==> config.mk <==
export PLATFORM = sky130hd
export DESIGN_NAME = uart_receiver
export DESIGN_NICKNAME = d
export VERILOG_FILES = /design/src/rtl/uart_pkg.sv /design/src/rtl/uart_rx_sync.sv /design/src/rtl/uart_receiver.sv
export SDC_FILE = /design/constraint.sdc
export NUM_CORES = 1
export LEC_CHECK = 0
export CORE_MARGIN = 10
export CORE_UTILIZATION = 35
export CTS_CLUSTER_SIZE = 28
export DETAILED_ROUTE_END_ITERATION = 7
export GPL_TIMING_DRIVEN = 1
export HOLD_SLACK_MARGIN = 0.1
export SLEW_MARGIN = 10
export SYNTH_ARGS = -nofsm -noshare
export SYNTH_HDL_FRONTEND = slang
export SYNTH_SLANG_ARGS = --single-unit
==> constraint.sdc <==
create_clock -name clk_in -period 2.2 [get_ports clk_in]
set_input_delay 0.33 -clock clk_in [delete_from_list [all_inputs] [get_ports clk_in]]
set_output_delay 0.33 -clock clk_in [all_outputs]
set_load 0.1 [all_outputs]
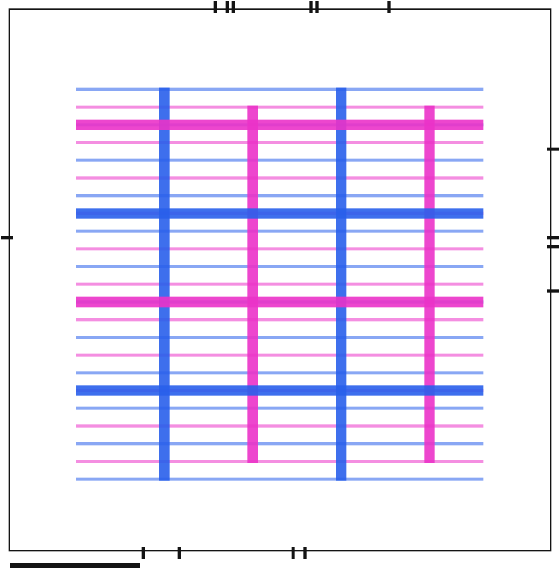
Fig. 1. Power grid.
Bar = 20 µm. Pins as bars on the die edge.
color	net
blue	VSS
magenta	VDD
met1 rails	23
signal pins	15
die span in x: 82.9 µm
height of the die: 82.9 µm
Peak VDD IR: 0.358 mV
core area: 3740 µm²

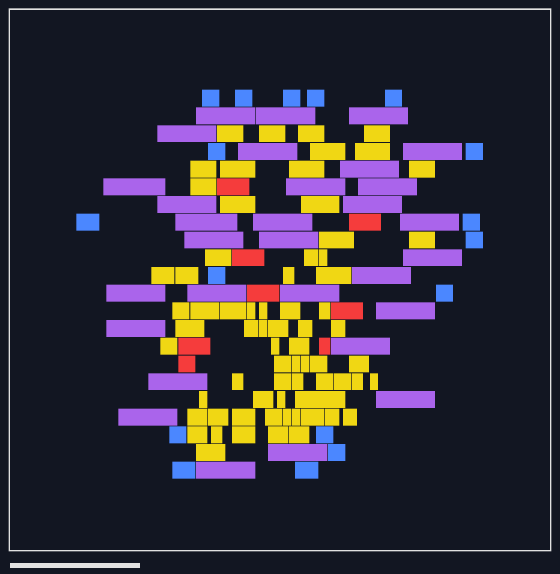
Fig. 2. Cells colored by class.
Bar = 20 µm.
color	class	cells	share of their area
blue	remaining buffers and delay cells	17	8.5%
red	clock drivers and dummy loads	8	6.0%
yellow	combinational and other logic	69	38%
purple	sequential cells	30	47%
fraction of area in registers: 45.7%
finished layout cell area: 1650 µm²
fraction of the core area covered by cells at the end of the flow: 44.0%
Cell Rows: 22

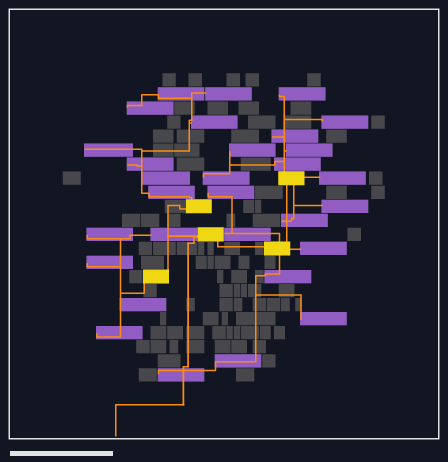
Fig. 3. Clock distribution.
Bar = 20 µm.
[purple] flip-flops | count: 30
[yellow] clock drivers | count: 5
[orange] clock wires | length: 414 µm
routed clock nets	6
Clock Skew: 0.00664 ns
clock latency on the worst-skew pair: 0.28 ns
clock group total power: 461 µW
clock network fraction of total power: 26.3%

==> ci_impl_report.md <==
## Implementation flow summary

| Metric | Value |
|---|---|
| Net switching component of the power | `around 640 µW` |
| H-Tree Depth | `2` |
| Top-area cell share | `about half` |
| Pre-Repair DR Iteration Count | `4` |
| Overall overflow remaining after global route | `0` |
| Worst setup slack for register-to-register paths | `0.22 ns` |
| Tightest slew margin relative to the limit | `about 67%` |
| Seq. pwr | `around 790 µW` |
| Number of cell instances on the worst register-to-register path | `4` |
| Antenna-violating nets left | `0` |
| Vias in the first global route | `roughly 880` |
| Main power-consuming group | `registers` |
| Ant diodes | `0` |
| XORs/XNORs by Area | `under 10%` |
| Post-synth mux share | `between 10% and 20%` |
| Combinational group power | `roughly 500 µW` |
| Setup repair after global routing missed its margin | `no` |
| Ratio of cells with drive above 1 in the final layout | `34.7%` |
| Cell internal power dissipation | `approximately 1.1 mW` |
| Wire length of the first global-routing pass | `4480 µm` |
| CP Max Fanout | `7` |
| Final setup violation count | `0` |
| Cell total in the yosys stat output | `about 100` |
| Setup Buffers After CTS | `0` |
| Sort of element at the start of the critical path | `flip-flop` |
| Part of the Yosys area used for sequential elements | `between 50 and 60%` |
| Cell Pwr Density | `1060 nW/µm²` |
| Layout overhead on the synthesized area | `18.9%` |
| Number of synthesized register bits | `30` |
| Sink count of the clock tree | `30` |
| Initial antenna violation count | `0` |
| Final Hold Vio Count | `0` |
| Portion of the clock cycle consumed by the worst path in the final layout | `between 80% and 90%` |
| Cells taking the most area after synthesis | `sky130_fd_sc_hd__dfrtp_1 51%, sky130_fd_sc_hd__mux2_4 7.6%, sky130_fd_sc_hd__mux2_2 7.3%` |
| Worst hold slack after final layout | `between 0.3 and 0.4 ns` |
| GP Congestion | `roughly 0.76` |
| Nature of the critical path endpoint | `flip-flop` |
| Crit path setup slack, layout | `between 0.2 and 0.25 ns` |
| Number of cells in the design after placement | `164` |
| Async set-reset flop share out of synthesis | `100%` |
| Most frequent cells in the layout | `28 x sky130_fd_sc_hd__dfrtp_1, 14 x sky130_fd_sc_hd__buf_4, 9 x sky130_fd_sc_hd__mux2_2` |
| Die area | `between 6000 and 7000 µm²` |
| I/O pin cnt | `15` |
| Fp_density | `between 30% and 40%` |
| Number of max-cap violations | `0` |
| Required time worst endpoint | `approximately 2.4 ns` |
| Post-Place Cell Area | `approximately 1600 µm²` |
| Max Clk Rate | `about 510 MHz` |
| Number of instances in the synthesized netlist | `approximately 100` |
| Unique cell type count in the Yosys netlist | `36` |
| Final wirelength | `between 2000 and 3000 µm` |
| Hold-fix buffers at CTS | `0` |
| Number of flops mapped to enable cells by yosys | `0` |
| Share of total power in combinational logic | `between 20% and 30%` |
| Number of nets at floorplan | `between 100 and 150` |
| Setup TNS after final layout | `0 ns` |
| Post-synthesis cell type with the largest combined area | `sky130_fd_sc_hd__dfrtp_1` |
| DP Wirelength | `1770 µm` |
| Number of input and output port buffers inserted | `14` |
| Part of the total power dissipated in sequential elements | `between 40% and 50%` |
| Number of DRC violations after detailed routing | `0` |
| Status | `finished, final reports clean` |
| Post-cts resize count | `0` |
| Worst Hold Path Cells | `0` |
| Total Nets Final | `around 130` |
| Final Non-Filler Cells | `around 170` |
| Number of DRC violations after detailed-routing iteration 0 | `96` |
| Per-cell via count in the routed design | `5.08` |
| Transition time at the pin with the least slew margin | `~0.50 ns` |
| Post-placement setup slack | `around 0.09 ns` |
| Minimum clock period | `roughly 2.0 ns` |
| WL/cell | `approximately 15 µm` |
| Classification of the worst-slack hold path | `reg2reg` |
| Total cell area reported by yosys after synthesis | `about 1400 µm²` |
| Static Leak | `~0.8 nW` |
| Clock tree from TritonCTS | `done` |
| Total CTS buffers | `5` |
==> critical path, stage by stage, from the launching register on <==
cell                      delay, ns
sky130_fd_sc_hd__dfrtp_1       0.39
sky130_fd_sc_hd__ha_1          0.33
sky130_fd_sc_hd__nand4_4       0.19
sky130_fd_sc_hd__or3_1         0.58
sky130_fd_sc_hd__mux2_4        0.36
==> final cells by class <==
class                      count  area, µm²
fill                         363       2100
clock inverter                 2       12.5
inverter                       2       7.51
multi-input combinational     67        596
clock buffer                   6       82.6
sequential                    30        753
tap                           48       60.1
timing repair buffer          17        135
==> layer usage <==
layer  global-route usage, %  up-vias  routed length, µm
met4                    4.15        0                 32
met5                       0        -                  0
li1                        -      426                  -
met2                    10.6       13               1130
met3                    2.34        2                 67
met1                    10.2      432               1290
Power and IR drop assume default switching activity.
